Fig. 1: clock routing
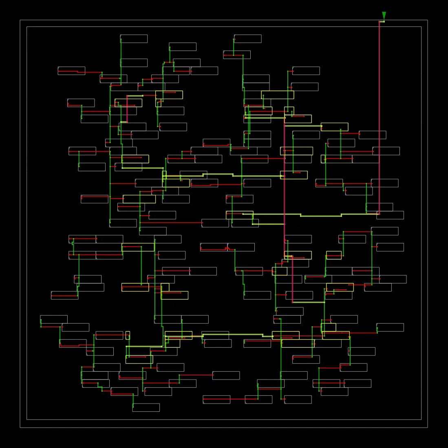
Fig. 2: local utilization
Drawn at 3 px/um. The die is cut into 14 by 14 equal tiles; black is low, pale yellow is high, 0 to 100% covered.
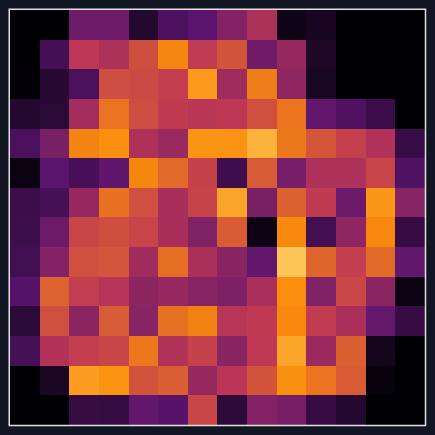
Fig. 3: power grid
Drawn at 3 px/um. Pins as bars on the die edge.
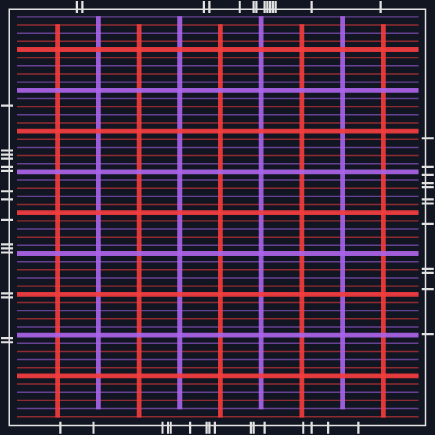
Fig. 4: M2 wires
Drawn at 3 px/um.
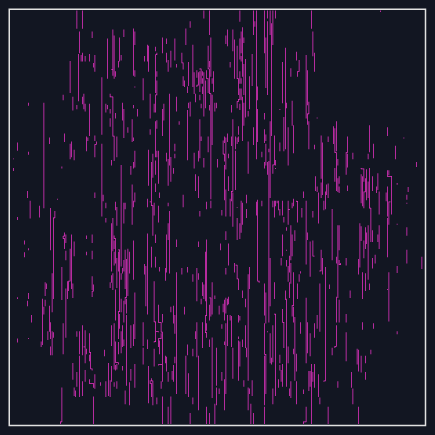
Fig. 5: where the registers sit
Drawn at 3 px/um. Other sequential cells in the stronger grey, the rest of the logic in the fainter grey.
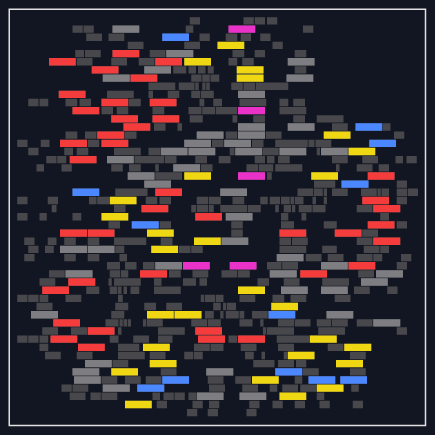
### src/rtl/cla_pkg.sv
// Shared constants and lookahead helpers for the pipelined carry-lookahead adder.
package cla_pkg;

    localparam int CLA_GROUP = 4;

    function automatic logic grp_p(input logic [CLA_GROUP-1:0] p);
        return &p;
    endfunction

    function automatic logic grp_g(input logic [CLA_GROUP-1:0] g,
                                   input logic [CLA_GROUP-1:0] p);
        return g[3] | (p[3] & g[2]) | (p[3] & p[2] & g[1]) | (p[3] & p[2] & p[1] & g[0]);
    endfunction

endpackage

### src/rtl/cla_pipe_adder_if.sv
// Operand/result streaming bus of the pipelined adder, with valid/ready on both sides.
interface cla_pipe_adder_if #(
    parameter int WIDTH = 16
) ();
    logic             in_valid;
    logic             in_ready;
    logic [WIDTH-1:0] a;
    logic [WIDTH-1:0] b;
    logic             cin;
    logic             sub;
    logic             out_valid;
    logic             out_ready;
    logic [WIDTH-1:0] s;
    logic             cout;
    logic             ovf;

    modport master (
        output in_valid, a, b, cin, sub, out_ready,
        input  in_ready, out_valid, s, cout, ovf
    );

    modport slave (
        input  in_valid, a, b, cin, sub, out_ready,
        output in_ready, out_valid, s, cout, ovf
    );
endinterface

### src/rtl/cla_group4.sv
// One 4-bit carry-lookahead group; c3_o is the carry into bit 3 for overflow detection.
module cla_group4
    import cla_pkg::*;
(
    input  logic [CLA_GROUP-1:0] a_i,
    input  logic [CLA_GROUP-1:0] b_i,
    input  logic                 ci_i,
    output logic [CLA_GROUP-1:0] s_o,
    output logic                 co_o,
    output logic                 c3_o
);

    logic [CLA_GROUP-1:0] p_s;
    logic [CLA_GROUP-1:0] g_s;
    logic [CLA_GROUP-1:0] c_s;

    // Bit-level lookahead carries, sum and group carry-out.
    always_comb begin
        p_s    = a_i ^ b_i;
        g_s    = a_i & b_i;
        c_s[0] = ci_i;
        c_s[1] = g_s[0] | (p_s[0] & ci_i);
        c_s[2] = g_s[1] | (p_s[1] & g_s[0]) | (p_s[1] & p_s[0] & ci_i);
        c_s[3] = g_s[2] | (p_s[2] & g_s[1]) | (p_s[2] & p_s[1] & g_s[0])
               | (p_s[2] & p_s[1] & p_s[0] & ci_i);
        s_o    = p_s ^ c_s;
        co_o   = grp_g(g_s, p_s) | (grp_p(p_s) & ci_i);
        c3_o   = c_s[3];
    end

endmodule

### src/rtl/cla_pipe_adder.sv
// Pipelined carry-lookahead adder/subtractor: one 4-bit group per stage, operands
// skewed in and sums de-skewed out so a beat's result emerges STAGES cycles later.
module cla_pipe_adder
    import cla_pkg::*;
#(
    parameter int WIDTH = 16
) (
    input  logic         clk,
    input  logic         rst,
    cla_pipe_adder_if.slave bus
);

    localparam int STAGES = WIDTH / CLA_GROUP;
    localparam logic [STAGES-1:0] MSB_GRP_SEL = STAGES'(1) << (STAGES - 1);

    logic             stall_s;
    logic [WIDTH-1:0] b_eff_s;
    logic             c0_s;

    // Layer 0 is the input register; layer k+1 holds the output of stage k.
    logic [STAGES:0]   v_q;
    logic [STAGES:0]   c_q;
    logic              ovf_q;
    logic [STAGES-1:0] co_s;
    logic [STAGES-1:0] c3_s;
    logic [WIDTH-1:0]  s_s;

    assign stall_s      = bus.out_valid && !bus.out_ready;
    assign bus.in_ready = !stall_s;

    // Subtraction is a + ~b + 1, so the carry-in is forced high.
    always_comb begin
        if (bus.sub) begin
            b_eff_s = ~bus.b;
            c0_s    = 1'b1;
        end else begin
            b_eff_s = bus.b;
            c0_s    = bus.cin;
        end
    end

    // Valid bits, inter-group carries and the MSB overflow flag advance together.
    always_ff @(posedge clk or posedge rst) begin
        if (rst) begin
            v_q   <= '0;
            c_q   <= '0;
            ovf_q <= 1'b0;
        end else if (!stall_s) begin
            v_q[0] <= bus.in_valid;
            c_q[0] <= c0_s;
            for (int k = 0; k < STAGES; k++) begin
                v_q[k+1] <= v_q[k];
                c_q[k+1] <= co_s[k];
            end
            ovf_q <= (|(c3_s & MSB_GRP_SEL)) ^ co_s[STAGES-1];
        end
    end

    for (genvar j = 0; j < STAGES; j++) begin : g_grp
        logic [CLA_GROUP-1:0] a_q   [j+1];
        logic [CLA_GROUP-1:0] b_q   [j+1];
        logic [CLA_GROUP-1:0] sum_q [STAGES-j];
        logic [CLA_GROUP-1:0] sum_s;

        // Group j operands wait j registers for their carry; its sum waits for the top group.
        always_ff @(posedge clk or posedge rst) begin
            if (rst) begin
                for (int i = 0; i <= j; i++) begin
                    a_q[i] <= '0;
                    b_q[i] <= '0;
                end
                for (int i = 0; i < STAGES - j; i++) begin
                    sum_q[i] <= '0;
                end
            end else if (!stall_s) begin
                a_q[0] <= bus.a[CLA_GROUP*j +: CLA_GROUP];
                b_q[0] <= b_eff_s[CLA_GROUP*j +: CLA_GROUP];
                for (int i = 1; i <= j; i++) begin
                    a_q[i] <= a_q[i-1];
                    b_q[i] <= b_q[i-1];
                end
                sum_q[0] <= sum_s;
                for (int i = 1; i < STAGES - j; i++) begin
                    sum_q[i] <= sum_q[i-1];
                end
            end
        end

        cla_group4 u_grp (
            .a_i  (a_q[j]),
            .b_i  (b_q[j]),
            .ci_i (c_q[j]),
            .s_o  (sum_s),
            .co_o (co_s[j]),
            .c3_o (c3_s[j])
        );

        assign s_s[CLA_GROUP*j +: CLA_GROUP] = sum_q[STAGES-1-j];
    end

    assign bus.out_valid = v_q[STAGES];
    assign bus.s         = s_s;
    assign bus.cout      = c_q[STAGES];
    assign bus.ovf       = ovf_q;

endmodule

### src/flat_wrapper.sv
// flat-port wrapper written by rule: the top's interface ports become plain ports
module cla_pipe_adder_flat import cla_pkg::*;
#(
    parameter int WIDTH = 16
)
  (clk, rst, bus_in_valid, bus_a, bus_b, bus_cin, bus_sub, bus_out_ready, bus_in_ready, bus_out_valid, bus_s, bus_cout, bus_ovf);
  cla_pipe_adder_if #(.WIDTH(WIDTH)) bus_i ();
  input  logic clk;
  input  logic rst;
  input wire logic [$bits(bus_i.in_valid)-1:0] bus_in_valid;
  input wire logic [$bits(bus_i.a)-1:0] bus_a;
  input wire logic [$bits(bus_i.b)-1:0] bus_b;
  input wire logic [$bits(bus_i.cin)-1:0] bus_cin;
  input wire logic [$bits(bus_i.sub)-1:0] bus_sub;
  input wire logic [$bits(bus_i.out_ready)-1:0] bus_out_ready;
  output wire logic [$bits(bus_i.in_ready)-1:0] bus_in_ready;
  output wire logic [$bits(bus_i.out_valid)-1:0] bus_out_valid;
  output wire logic [$bits(bus_i.s)-1:0] bus_s;
  output wire logic [$bits(bus_i.cout)-1:0] bus_cout;
  output wire logic [$bits(bus_i.ovf)-1:0] bus_ovf;
  assign bus_i.in_valid = bus_in_valid;
  assign bus_i.a = bus_a;
  assign bus_i.b = bus_b;
  assign bus_i.cin = bus_cin;
  assign bus_i.sub = bus_sub;
  assign bus_i.out_ready = bus_out_ready;
  assign bus_in_ready = bus_i.in_ready;
  assign bus_out_valid = bus_i.out_valid;
  assign bus_s = bus_i.s;
  assign bus_cout = bus_i.cout;
  assign bus_ovf = bus_i.ovf;
  cla_pipe_adder #(.WIDTH(WIDTH)) u_core (.clk(clk), .rst(rst), .bus(bus_i));
endmodule
### config.mk
export PLATFORM = sky130hd
export DESIGN_NAME = cla_pipe_adder_flat
export DESIGN_NICKNAME = d
export VERILOG_FILES = /design/src/rtl/cla_pkg.sv /design/src/rtl/cla_pipe_adder_if.sv /design/src/rtl/cla_group4.sv /design/src/rtl/cla_pipe_adder.sv /design/src/flat_wrapper.sv
export SDC_FILE = /design/constraint.sdc
export NUM_CORES = 1
export LEC_CHECK = 0
export CAP_MARGIN = 10
export CORE_MARGIN = 2
export CORE_UTILIZATION = 34
export CTS_CLUSTER_DIAMETER = 40
export CTS_CLUSTER_SIZE = 40
export DETAILED_ROUTE_END_ITERATION = 8
export GPL_TIMING_DRIVEN = 0
export PLACE_DENSITY_LB_ADDON = 0.12
export SLEW_MARGIN = 15
export SYNTH_ARGS = -nofsm -noshare
export SYNTH_HDL_FRONTEND = slang
export SYNTH_HIERARCHICAL = 1
export SYNTH_SLANG_ARGS = --single-unit
### constraint.sdc
create_clock -name clk -period 5.8 [get_ports clk]
set_input_delay 0.87 -clock clk [delete_from_list [all_inputs] [get_ports clk]]
set_output_delay 0.87 -clock clk [all_outputs]
set_load 0.005 [all_outputs]
==> impl_metrics.yaml <==
# flow metrics
grt:
  grt_pass1_vias: 3347
  grt_max_degree: 74
logic_synthesis:
  avgSynthCellArea_um2: 15.6
  synthCells: 393
  synthesis.nets: 451
power_and_ir_drop:
  pwr-share-seq_pct: 34.8
  switching_share_pct: 27.5
  internal_power_mw: 3.32
  p_per_area_mw_per_mm2: 597
  p_sw_mw: 1.26
  leakage_nw: 3.56
detailed_routing:
  drc: 0
  drt-total-wl_um: 10400
  avgViaCountPerCell: 4.44
  dr_total_vias: 3155
setup_path:
  start_kind: "primary input"
  rr_startpoint: "u_core/g_grp[3].a_q[0]"
  cp.arrival_ps: 2480
  crit_fanout: 10
layout:
  final_cells: 711
  drive_above_1_share_pct: 40.5
  num-nets-final: 527
  antennaDiodeCount: 0
  fillCellCount: 1585
final_timing:
  slew_headroom_pct: 63.4
  rsz0062_at_grt: "false"
  period_used_pct: 57.7
  worst_slack_ps: 2450
  worst_pin_slew_ps: 549
  fin_setup_tns_ps: 0
job:
  maxCapViolations: 0
floorplan:
  die_area_mm2: 0.0191
placement:
  dpl.cell_count: 679
  place_hpwl_um: 7040
run_status:
  status: "finished, final reports clean"
min_path:
  worstHoldPathType: "flop to flop"
-- Fig. 1 (at the start) --
TritonCTS Sinks: 131
cts bufs inserted: 17
Worst Skew: 6.84 ps

-- Fig. 2 (at the start) --
- mean over tiles: 39%
- emptiest ninth of the die: upper right
- fullest tile: 87%
fp_density: 34.4%
Core Region: 0.0178 mm2
Core Util, Final: 43.0%

-- Fig. 3 (at the start) --
- VDD: purple
- VSS: red
- rows: 49
- met5 straps: 9
Die Y: 138 um
worst vdd ir: 0.262 mV
die width: 138 um

-- Fig. 4 (at the start) --
- share of all routed wire: 44%
- main direction: vertical
- longest straight run: 53.7 um
- wire length on this layer: 4,610 um

-- Fig. 5 (at the start) --
- u_core/g_grp.sum_q: yellow (sequential cells 28)
- u_core/c_q: magenta (sequential cells 5)
- u_core/bus.s: blue (sequential cells 12)
- u_core/g_grp.b_q: red (sequential cells 40; where spread over the die)
- not coloured: 46

-- power groups by stage --
stage / combinational [mW] / sequential (mW) / clock (mW)
floorplan: 1.45 / 1.52 / 0
global placement: 1.79 / 1.60 / 0
detailed placement: 1.81 / 1.61 / 0
CTS: 1.83 / 1.60 / 1.22
global route: 1.97 / 1.65 / 1.26
finish: 1.80 / 1.59 / 1.19
-- critical path: stages --
cell             delay [ps]
clkdlybuf4s50_1         480
nand2b_4                120
buf_6                   110
buf_6                   190
buf_6                   190
clkdlybuf4s50_1         520
-- per-layer routing --
layer	GRT usage, %	share of wire (%)
met1	16.0	51
met2	16.8	44
met3	3.88	3.6
met4	4.35	1.3
met5	0	0
-- registers in the layout (all words and copies together) (netlist names) --
register            cells
u_core/bus.ovf          1
u_core/bus.s           12
u_core/c_q              5
u_core/g_grp.a_q       40
u_core/g_grp.b_q       40
u_core/g_grp.sum_q     28
u_core/v_q              5
-- area by class of cell --
class	count	area (um2)	share of cell area, %
flip-flops and latches	131	3280	42.7
clock inverters	8	171	2.23
repair buffers	57	588	7.66
well taps	229	287	3.73
multi-input cells	220	2560	33.4
inverters	13	53.8	0.701
plain buffers	29	240	3.13
clock buffers	24	492	6.41
-- cell usage in the layout, fill, tap and decap left out, types with 5 or more instances in the layout --
master           count
mux2_4              77
clkdlybuf4s50_1     56
nor2_1               9
inv_1               12
a21oi_1              5
clkbuf_16           17
xor2_1              22
buf_2                6
bufinv_16            5
dfrtp_1            131
mux2_2              52
ha_1                16
buf_4               13
buf_6               10
nor3b_1              5
-- per-stage QoR --
step                instance area (um2)  total power [mW]  util [%]  hold slack [ps]
floorplan                          6130              2.97         -              430
global placement                   6980              3.39      39.1              455
detailed placement                 7010              3.43      39.3              461
CTS                                7670              4.65      43.0              473
global route                       7670              4.89      43.0              499
finish                             7670              4.58      43.0              467
-- final timing paths --
check	endpoint	slack (ps)	cells past startpoint
setup / recovery	bus_in_ready	2450	6
hold / removal	u_core/v_q[4]	470	1
setup reg to reg	u_core/bus.ovf	3880	6
hold reg to reg	u_core/v_q[4]	470	1
max in group asynchronous	u_core/g_grp[0].sum_q[9]	4170	3
min in group asynchronous	u_core/g_grp[3].b_q[14]	890	2
Power and IR drop assume default switching activity.
